$ cat src/rtl/pad_scan_pkg.sv
// -----------------------------------------------------------------------------
// pad_scan_pkg
// Shared constants and helpers for the 4x4 pad-matrix scanner.
//   NUM_ROWS / NUM_COLS / NUM_KEYS : matrix geometry (key index = row*4 + col)
//   DEFAULT_SCAN_DIV               : default cycles each row is driven
//   DEFAULT_DEBOUNCE_SCANS         : default disagreeing samples to flip a key
//   DWELL_W / DB_CNT_W / ROW_W     : counter widths sized for the legal
//                                    parameter ranges (SCAN_DIV <= 65535,
//                                    DEBOUNCE_SCANS <= 15)
// -----------------------------------------------------------------------------
package pad_scan_pkg;

    localparam int NUM_ROWS               = 4;
    localparam int NUM_COLS               = 4;
    localparam int NUM_KEYS               = NUM_ROWS * NUM_COLS;
    localparam int DEFAULT_SCAN_DIV       = 4;
    localparam int DEFAULT_DEBOUNCE_SCANS = 3;

    localparam int DWELL_W  = 16;
    localparam int DB_CNT_W = 4;
    localparam int ROW_W    = 2;

    typedef logic [NUM_KEYS-1:0] key_vec_t;

    // One-hot row drive pattern for a row index.
    function automatic logic [NUM_ROWS-1:0] row_onehot(input logic [ROW_W-1:0] row);
        logic [NUM_ROWS-1:0] vec;
        vec      = '0;
        vec[row] = 1'b1;
        return vec;
    endfunction

endpackage : pad_scan_pkg

$ cat src/rtl/pad_debounce.sv
// -----------------------------------------------------------------------------
// pad_debounce
// Debouncer for a single key of the pad matrix. The key is only looked at when
// its row is sampled; a sample that disagrees with the debounced level bumps a
// counter, an agreeing sample clears it, and DEBOUNCE_SCANS disagreeing samples
// in a row flip the level and emit a one-cycle press or release pulse.
//
// Ports
//   clk          : system clock
//   rst          : asynchronous active-high reset
//   sample_en_i  : strobe, high in the sample cycle of this key's row
//   sample_i     : synchronized column level for this key
//   held_o       : registered debounced level
//   held_d_o     : next-state debounced level (lets the parent register OR-trees
//                  in step with held_o)
//   press_o      : one-cycle pulse on a debounced 0->1
//   release_o    : one-cycle pulse on a debounced 1->0 (tied low when
//                  RELEASE_EN is 0)
// -----------------------------------------------------------------------------
module pad_debounce
    import pad_scan_pkg::*;
#(
    parameter int DEBOUNCE_SCANS = DEFAULT_DEBOUNCE_SCANS,
    parameter bit RELEASE_EN     = 1'b1
) (
    input  logic clk,
    input  logic rst,
    input  logic sample_en_i,
    input  logic sample_i,
    output logic held_o,
    output logic held_d_o,
    output logic press_o,
    output logic release_o
);

    localparam logic [DB_CNT_W-1:0] CNT_LAST = DB_CNT_W'(DEBOUNCE_SCANS - 1);

    logic [DB_CNT_W-1:0] cnt_q, cnt_d;
    logic                held_q, held_d;
    logic                press_q, press_d;
    logic                release_q, release_d;

    // NOTE: every signal driven here gets a default before any branch, so no
    // path leaves a value unassigned and no latch is inferred.
    always_comb begin
        cnt_d     = cnt_q;
        held_d    = held_q;
        press_d   = 1'b0;
        release_d = 1'b0;
        if (sample_en_i) begin
            if (sample_i == held_q) begin
                cnt_d = '0;
            end else if (cnt_q == CNT_LAST) begin
                // This disagreeing sample is the DEBOUNCE_SCANS-th: flip now.
                cnt_d     = '0;
                held_d    = ~held_q;
                press_d   = ~held_q;
                release_d = held_q & RELEASE_EN;
            end else begin
                cnt_d = cnt_q + DB_CNT_W'(1);
            end
        end
    end

    // NOTE: state registers use non-blocking assignments so every flop samples
    // the pre-edge values of the others, independent of statement order.
    always_ff @(posedge clk or posedge rst) begin
        if (rst) begin
            cnt_q     <= '0;
            held_q    <= 1'b0;
            press_q   <= 1'b0;
            release_q <= 1'b0;
        end else begin
            cnt_q     <= cnt_d;
            held_q    <= held_d;
            press_q   <= press_d;
            release_q <= release_d;
        end
    end

    assign held_o    = held_q;
    assign held_d_o  = held_d;
    assign press_o   = press_q;
    assign release_o = release_q;

endmodule : pad_debounce

$ cat src/rtl/pad_scanner.sv
// -----------------------------------------------------------------------------
// pad_scanner
// Scans a 4x4 active-high key matrix: drives one row at a time for SCAN_DIV
// cycles (rows 0..3, no idle cycles), samples the synchronized columns in the
// last dwell cycle of each row and debounces every key independently.
//
// Ports
//   clk          : system clock, all state on its rising edge
//   rst          : asynchronous active-high reset
//   col_in[3:0]  : raw column sense, asynchronous to clk
//   row_drv[3:0] : one-hot row drive
//   key_held     : debounced key levels, index = row*4 + col
//   key_press    : one-cycle pulse per debounced 0->1
//   key_release  : one-cycle pulse per debounced 1->0
//   key_any      : OR of key_held
//   scan_frame   : one-cycle pulse in the cycle after row 3 is sampled
//
// Configuration
//   PAD_SCANNER_RELEASE_EN : when defined key_release pulses on releases;
//                            when undefined key_release is tied to 0.
// -----------------------------------------------------------------------------
module pad_scanner
    import pad_scan_pkg::*;
#(
    parameter int SCAN_DIV       = DEFAULT_SCAN_DIV,
    parameter int DEBOUNCE_SCANS = DEFAULT_DEBOUNCE_SCANS
) (
    input  logic                clk,
    input  logic                rst,
    input  logic [NUM_COLS-1:0] col_in,
    output logic [NUM_ROWS-1:0] row_drv,
    output logic [NUM_KEYS-1:0] key_held,
    output logic [NUM_KEYS-1:0] key_press,
    output logic [NUM_KEYS-1:0] key_release,
    output logic                key_any,
    output logic                scan_frame
);

`ifdef PAD_SCANNER_RELEASE_EN
    localparam bit RELEASE_EN = 1'b1;
`else
    localparam bit RELEASE_EN = 1'b0;
`endif

    localparam logic [DWELL_W-1:0] DWELL_LAST = DWELL_W'(SCAN_DIV - 1);
    localparam logic [ROW_W-1:0]   LAST_ROW   = ROW_W'(NUM_ROWS - 1);

    // -------------------------------------------------------------------------
    // Column synchronizer
    // -------------------------------------------------------------------------
    logic [NUM_COLS-1:0] col_meta_q;
    logic [NUM_COLS-1:0] col_sync_q;

    always_ff @(posedge clk or posedge rst) begin
        if (rst) begin
            col_meta_q <= '0;
            col_sync_q <= '0;
        end else begin
            col_meta_q <= col_in;
            col_sync_q <= col_meta_q;
        end
    end

    // -------------------------------------------------------------------------
    // Row / dwell sequencer
    // -------------------------------------------------------------------------
    logic [DWELL_W-1:0] dwell_q, dwell_d;
    logic [ROW_W-1:0]   row_q, row_d;
    logic               frame_q, frame_d;
    logic               sample_w;

    assign sample_w = (dwell_q == DWELL_LAST);

    always_comb begin
        dwell_d = dwell_q + DWELL_W'(1);
        row_d   = row_q;
        frame_d = 1'b0;
        if (sample_w) begin
            dwell_d = '0;
            // Two-bit row index wraps 3 -> 0 on its own.
            row_d   = row_q + ROW_W'(1);
            frame_d = (row_q == LAST_ROW);
        end
    end

    always_ff @(posedge clk or posedge rst) begin
        if (rst) begin
            dwell_q <= '0;
            row_q   <= '0;
            frame_q <= 1'b0;
        end else begin
            dwell_q <= dwell_d;
            row_q   <= row_d;
            frame_q <= frame_d;
        end
    end

    // Decoded from a register, so row_drv is glitch-free and reads 0001 in reset.
    assign row_drv    = row_onehot(row_q);
    assign scan_frame = frame_q;

    // -------------------------------------------------------------------------
    // Per-key debouncers
    // -------------------------------------------------------------------------
    key_vec_t held_w;
    key_vec_t held_d_w;
    key_vec_t press_w;
    key_vec_t release_w;

    for (genvar k = 0; k < NUM_KEYS; k++) begin : g_key
        logic strobe_w;

        // Only the four keys of the row being sampled see a strobe; all other
        // debouncers hold their level and count.
        assign strobe_w = sample_w && (row_q == ROW_W'(k / NUM_COLS));

        pad_debounce #(
            .DEBOUNCE_SCANS (DEBOUNCE_SCANS),
            .RELEASE_EN     (RELEASE_EN)
        ) u_debounce (
            .clk         (clk),
            .rst         (rst),
            .sample_en_i (strobe_w),
            .sample_i    (col_sync_q[k % NUM_COLS]),
            .held_o      (held_w[k]),
            .held_d_o    (held_d_w[k]),
            .press_o     (press_w[k]),
            .release_o   (release_w[k])
        );
    end

    // key_any is built from next-state levels so it changes on the same edge
    // as key_held rather than one cycle later.
    logic any_q, any_d;

    assign any_d = |held_d_w;

    always_ff @(posedge clk or posedge rst) begin
        if (rst) begin
            any_q <= 1'b0;
        end else begin
            any_q <= any_d;
        end
    end

    assign key_held    = held_w;
    assign key_press   = press_w;
    assign key_release = release_w;
    assign key_any     = any_q;

endmodule : pad_scanner

$ cat config.mk
export PLATFORM = sky130hd
export DESIGN_NAME = pad_scanner
export DESIGN_NICKNAME = d
export VERILOG_FILES = /design/src/rtl/pad_scan_pkg.sv /design/src/rtl/pad_debounce.sv /design/src/rtl/pad_scanner.sv
export SDC_FILE = /design/constraint.sdc
export NUM_CORES = 1
export LEC_CHECK = 0
export ABC_AREA = 1
export CELL_PAD_IN_SITES_DETAIL_PLACEMENT = 1
export CELL_PAD_IN_SITES_GLOBAL_PLACEMENT = 2
export CORE_ASPECT_RATIO = 1.4
export CORE_MARGIN = 4
export CORE_UTILIZATION = 39
export DETAILED_ROUTE_END_ITERATION = 8
export GPL_TIMING_DRIVEN = 0
export PLACE_DENSITY = 0.95
export SYNTH_ARGS = -nofsm -noshare
export SYNTH_HDL_FRONTEND = slang
export SYNTH_SLANG_ARGS = --single-unit
$ cat constraint.sdc
create_clock -name clk -period 9.4 [get_ports clk]
set_input_delay 0.94 -clock clk [delete_from_list [all_inputs] [get_ports clk]]
set_output_delay 0.94 -clock clk [all_outputs]
set_load 0.03 [all_outputs]
==> impl_metrics.py, run 1 <==
# Physical implementation metrics
metrics = {
    "cells_and_area": {
        "regMostFlops": "g_key.u_debounce.cnt_q",
        "seq_share": 0.3781,
        "nClkBuffers": 20,
        "drive_gt1_frac": 0.1277,
        "seq_area_um2": 3103,
        "sh_comb_area": 0.3633,
        "diodes": 0,
        "ff_count": 124,
        "final_cells": 1101,
        "logic_gates": 520,
        "nonClkBufAreaFrac": 0.1142,
        "area_delta_synth_final_pct": 20.35,
        "fin_nets": 897,
        "fill_cells": 2028,
        "largestClassByArea": "registers",
        "combGateArea_um2": 2982,
        "stdcell_area_um2": 8207,
        "largest_reg_flops": 64,
        "final-clk-cell-share": 0.07044,
        "n_all_buffers": 110,
    },
    "global_route": {
        "grt.busiest_layer": "met2",
        "grt-ovfl-total": 0,
        "gr-usage-met2": 0.3434,
        "grt_pass1_wl_mm": 29.21,
        "grt_use_total": 0.1880,
        "antenna_found_initial": 0,
        "grt_max_degree": 97,
        "met1_usage": 0.2116,
    },
    "setup_path": {
        "path_cells": "inv_1, ha_1, clkdlybuf4s50_1",
        "cp_slowest_cell": "clkdlybuf4s50_1",
        "crit_buf_inv": 2,
        "reg2reg_depth": 12,
        "reg2reg_slack_ns": 7.45,
        "startpoint": "row_q[1]$_DFFE_PP0N_",
        "cp_max_fo": 7,
        "cp.arrival_ns": 2.07,
        "cp-end-kind": "primary output",
        "path_delay_family": "buffers and inverters",
        "critical_path_class": "reg -> out",
        "max_stage_delay_ns": 0.75,
        "reg2reg_to": "key_any$_DFF_PP0_",
        "crit_end": "row_drv[1]",
        "startpoint_type": "flip-flop",
        "crit_required_ns": 8.46,
    },
    "power_and_ir_drop": {
        "leakagePower_uw": 0.004077,
        "powerComb_uw": 105,
        "powerDensity_nw_per_um2": 160.4,
        "powerSeq_uw": 567,
        "seqPwrFrac": 0.431,
        "power.internal_uw": 986.4,
        "ir_drop_uv": 99.10,
        "switching_share": 0.2505,
        "power.total_uw": 1316,
        "p_comb_frac": 0.080,
    },
    "logic_synthesis": {
        "yosys_warnings": 0,
        "synth-edff-count": 0,
        "ys_area_um2": 6819,
        "yosys_cells": 778,
        "async_reset_ff_frac": 1.000,
        "synth.most_common_cell": "nand2_1",
        "seq_area_frac_synth": 0.4550,
        "synthTopLogicFamily": "simple AND/OR/NAND/NOR gates",
        "common_cells": "165 x nand2_1, 124 x dfrtp_1, 83 x inv_1, 69 x nand4_1, 56 x o21ai_0",
        "synth_cell_type_count": 27,
        "area_leaders": "dfrtp_1 46%, nand2_1 9.1%, ha_1 6.4%",
        "synth-seq-cells": 124,
        "mux_share": 0,
        "syn-cell-area_um2": 6819,
        "ys_sh_xor": 0.05138,
        "simple_gate_area_frac": 0.2528,
        "avgSynthCellArea_um2": 8.765,
        "ff_type": "dfrtp_1",
        "yosysTopAreaCellShare": 0.4550,
        "yosysTopAreaCell": "dfrtp_1",
        "syn_inst": 778,
        "ys_sh_adder": 0.06422,
        "synthAoiAreaFrac": 0.06000,
    },
    "run_status": {
        "status": "complete, no violations",
    },
    "die": {
        "ioPinCount": 60,
        "taps": 232,
        "num_rows": 56,
    },
    "route": {
        "dr.first_iter.drc_count": 297,
        "drtPass1Iterations": 5,
        "wl_met3_um": 496,
        "route.met2.wl_mm": 8.978,
        "via_per_inst": 4.964,
        "top_layer_used": "met4",
        "wl_met1_mm": 6.992,
        "wl_per_cell_um": 15.27,
        "drc_errors": 0,
    },
    "sta": {
        "setup_tns_ns": 0,
        "fin_crit_sh": 0.3203,
        "rsz0062_at_grt": "no",
        "drv_slew": 0,
        "tightest_slew_ns": 0.7460,
        "fmax_mhz": 332.2,
        "setup_viol": 0,
        "max-slew-margin-rel": 0.5027,
        "hold_viol": 0,
        "hold_ws_ns": 0.3470,
        "fin_ws_ns": 6.390,
    },
    "hold_path": {
        "hold_end": "col_sync_q[0]$_DFF_PP0_",
        "hp-start": "col_meta_q[0]$_DFF_PP0_",
        "hold_path_class": "reg -> reg",
        "hold_depth": 0,
    },
    "clock_network": {
        "cts_setup_buffers": 0,
        "clkSlewWorstSetupHoldPaths_ns": 0.06,
        "cts_buffers": 17,
        "cts_tree": "done",
        "cts-root-buf": "clkbuf_16",
        "clk_path_buf_depth": 2,
        "holdBufCountCts": 0,
        "clock_sinks": 124,
        "cts_max_level": 4,
    },
    "run": {
        "drv_cap": 0,
        "warnings": 44,
    },
    "place": {
        "place_area_um2": 7629,
        "dp_slack_ns": 6.832,
        "globalplace.congestion": 0.7670,
        "placed_cells": 1069,
        "dp_hpwl_mm": 11.92,
    },
}
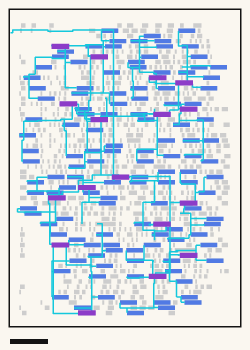
**Above:** run 1 (clock wires, drivers and flops).
The bar under the picture is 20 um long.
[cyan] clock wires | length: 1870 um
[blue] flip-flops | count: 124
[purple] clock drivers | count: 17
routed clock nets: 18
Latency at later pin: 0.43 ns
clock group share of total power: 0.489
Clk. pwr: 644 uW
Layout Skew: 0.005473 ns

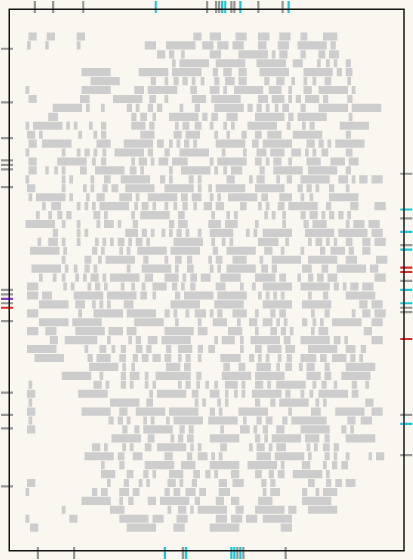
**Above:** run 1 (pin placement).
Pins as bars across the die edge, other pins in gray.
| color | port | pins | direction | edge |
|---|---|---|---|---|
| purple | rst | 1 | input | west |
| cyan | key_held | 16 | output | 6 east, 5 south, 5 north |
| red | row_drv | 4 | output | 3 east, 1 west |
die height: 164.5 um
Port Buffer Count: 43
Die W: 119.8 um

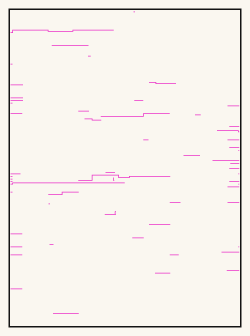
**Above:** run 1 (the metal 3 layer).
main direction: horizontal
share of all routed wire: 2.9%
wire length on this layer: 496 um
longest straight run: 58.2 um
nets with wire on the layer: 41
routed via count: 5465
Total Wirelength: 16.81 mm
met3 Use GR: 0.04282

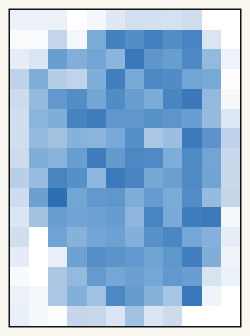
**Above:** run 1 (cell area per tile).
The die is cut into 12 by 16 equal tiles; white is low, dark blue is high, 0 to 100% covered.
mean over tiles: 40%
nearly empty tiles: 6.8%
emptiest ninth of the die: south-west
tiles over 75% full: 0.50%
fullest tile: 75%
densest ninth of the die: center
final core utilization: 0.4840
Core Area: 16960 um^2
fp util: 0.4022

==> inputs of run 2 (changes only) <==
--- a/config.mk
+++ b/config.mk
@@ -10,10 +10,10 @@
 export CELL_PAD_IN_SITES_GLOBAL_PLACEMENT = 2
 export CORE_ASPECT_RATIO = 1.4
 export CORE_MARGIN = 4
-export CORE_UTILIZATION = 39
+export CORE_UTILIZATION = 36
 export DETAILED_ROUTE_END_ITERATION = 8
 export GPL_TIMING_DRIVEN = 0
-export PLACE_DENSITY = 0.95
+export PLACE_DENSITY = 0.89
 export SYNTH_ARGS = -nofsm -noshare
 export SYNTH_HDL_FRONTEND = slang
 export SYNTH_SLANG_ARGS = --single-unit
==> constraint.sdc (replaced) <==
create_clock -name clk -period 3.1 [get_ports clk]
set_input_delay 0.31 -clock clk [delete_from_list [all_inputs] [get_ports clk]]
set_output_delay 0.31 -clock clk [all_outputs]
set_load 0.03 [all_outputs]
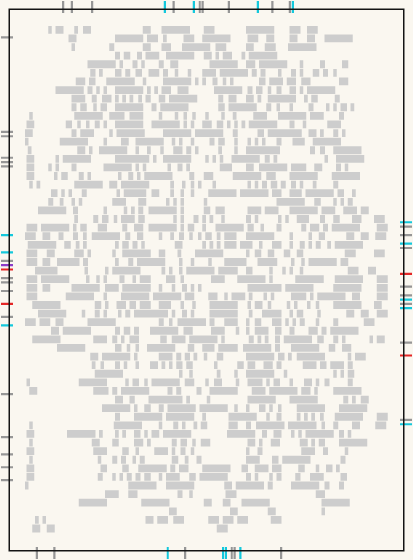
**Above:** run 2 (pin placement).
Pins as bars across the die edge, other pins in gray.
Die W: 124.3 um
die height: 170.8 um

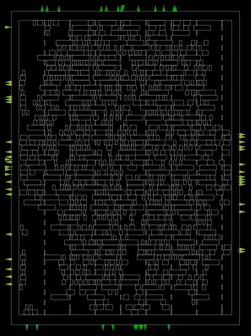
**Above:** run 2 (placement view).
filler cell count: 2205
final core utilization: 0.4503
Flops: 124
Core Rows: 59

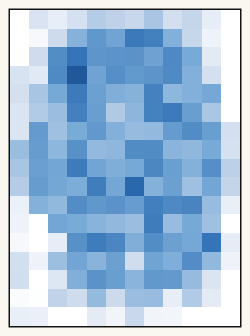
**Above:** run 2 (cell area per tile).
The die is cut into 12 by 17 equal tiles; white is low, dark blue is high, 0 to 100% covered.
fp util: 0.3666
Core Area: 18600 um^2

==> run 2 against run 1 <==
Effect of this change:
- routed wire length rose by 0.76%
- worst setup slack got worse by 5.6 ns
- cell count rose by 1.3%
- area after synthesis did not move
- synthesized cell count did not move
- clock skew barely moved
- die area rose by 7.8%
- sequential power rose to 3.0 times the previous value
- non-clock buffer count rose by 2
- critical path type unchanged
- largest cell class unchanged
==> impl_metrics.py, run 2 <==
# Physical implementation metrics
metrics = {
    "run_status": {
        "status": "complete, no violations",
    },
    "place": {
        "dp_slack_ns": 1.096,
        "port_buffers": 43,
        "placed_cells": 1083,
    },
    "global_route": {
        "grt_use_total": 0.1652,
        "grt_max_degree": 36,
        "met1_usage": 0.1951,
        "grt_pass1_wl_mm": 28.43,
    },
    "logic_synthesis": {
        "synth.most_common_cell": "nand2_1",
        "synthAoiAreaFrac": 0.06000,
        "yosysTopAreaCellShare": 0.4550,
        "avgSynthCellArea_um2": 8.765,
        "common_cells": "165 x nand2_1, 124 x dfrtp_1, 83 x inv_1, 69 x nand4_1, 56 x o21ai_0",
        "ys_area_um2": 6819,
        "mux_share": 0,
        "seq_area_frac_synth": 0.4550,
        "area_leaders": "dfrtp_1 46%, nand2_1 9.1%, ha_1 6.4%",
        "ys_sh_adder": 0.06422,
        "syn-cell-area_um2": 6819,
        "ff_type": "dfrtp_1",
        "synth-edff-count": 0,
        "synth_cell_type_count": 27,
    },
    "hold_path": {
        "hold_path_class": "in -> reg",
        "hold_end": "col_meta_q[2]$_DFF_PP0_",
        "hp-start": "col_in[2]",
    },
    "cells_and_area": {
        "regMostFlops": "g_key.u_debounce.cnt_q",
        "n_all_buffers": 112,
        "final-clk-cell-share": 0.08379,
        "diodes": 0,
        "largest_reg_flops": 64,
        "drive_gt1_frac": 0.1309,
        "logic_gates": 520,
        "largestClassByArea": "registers",
        "nClkBuffers": 22,
    },
    "sta": {
        "setup_tns_ns": 0,
        "hold_viol": 0,
        "rsz0062_at_grt": "no",
        "fmax_mhz": 423.7,
        "max-slew-margin-rel": 0.4297,
        "tightest_slew_ns": 0.8477,
        "finClkSkew_ns": 0.005750,
        "fin_crit_sh": 0.7613,
        "drv_slew": 0,
    },
    "setup_path": {
        "crit_end": "row_drv[1]",
        "reg2reg_depth": 11,
        "startpoint_type": "flip-flop",
        "crit_required_ns": 2.79,
        "cp-end-kind": "primary output",
        "cp_max_fo": 7,
        "path_delay_family": "buffers and inverters",
        "reg2reg_to": "key_any$_DFF_PP0_",
        "max_stage_delay_ns": 0.75,
        "critical_path_class": "reg -> out",
        "path_cells": "inv_1, ha_1, clkdlybuf4s50_1",
    },
    "die": {
        "taps": 244,
        "ioPinCount": 60,
    },
    "clock_network": {
        "cts_setup_buffers": 0,
        "cts_tree": "done",
        "cts-root-buf": "clkbuf_16",
        "clk_path_buf_depth": 2,
        "clock_sinks": 124,
        "cts_buffers": 17,
        "clkSlewWorstSetupHoldPaths_ns": 0.06,
    },
    "route": {
        "top_layer_used": "met4",
        "drtPass1Iterations": 4,
        "wl_per_cell_um": 15.19,
        "route.met2.wl_mm": 8.874,
    },
    "power_and_ir_drop": {
        "seqPwrFrac": 0.391,
        "power.total_uw": 4393,
        "power.internal_uw": 3394,
        "ir_drop_uv": 252.8,
        "switching_share": 0.2273,
        "powerComb_uw": 326,
        "p_comb_frac": 0.074,
        "powerSeq_uw": 1720,
        "leakagePower_uw": 0.004141,
    },
    "run": {
        "warnings": 44,
    },
}
No activity file was given, so power comes from the tool's default toggle rates.
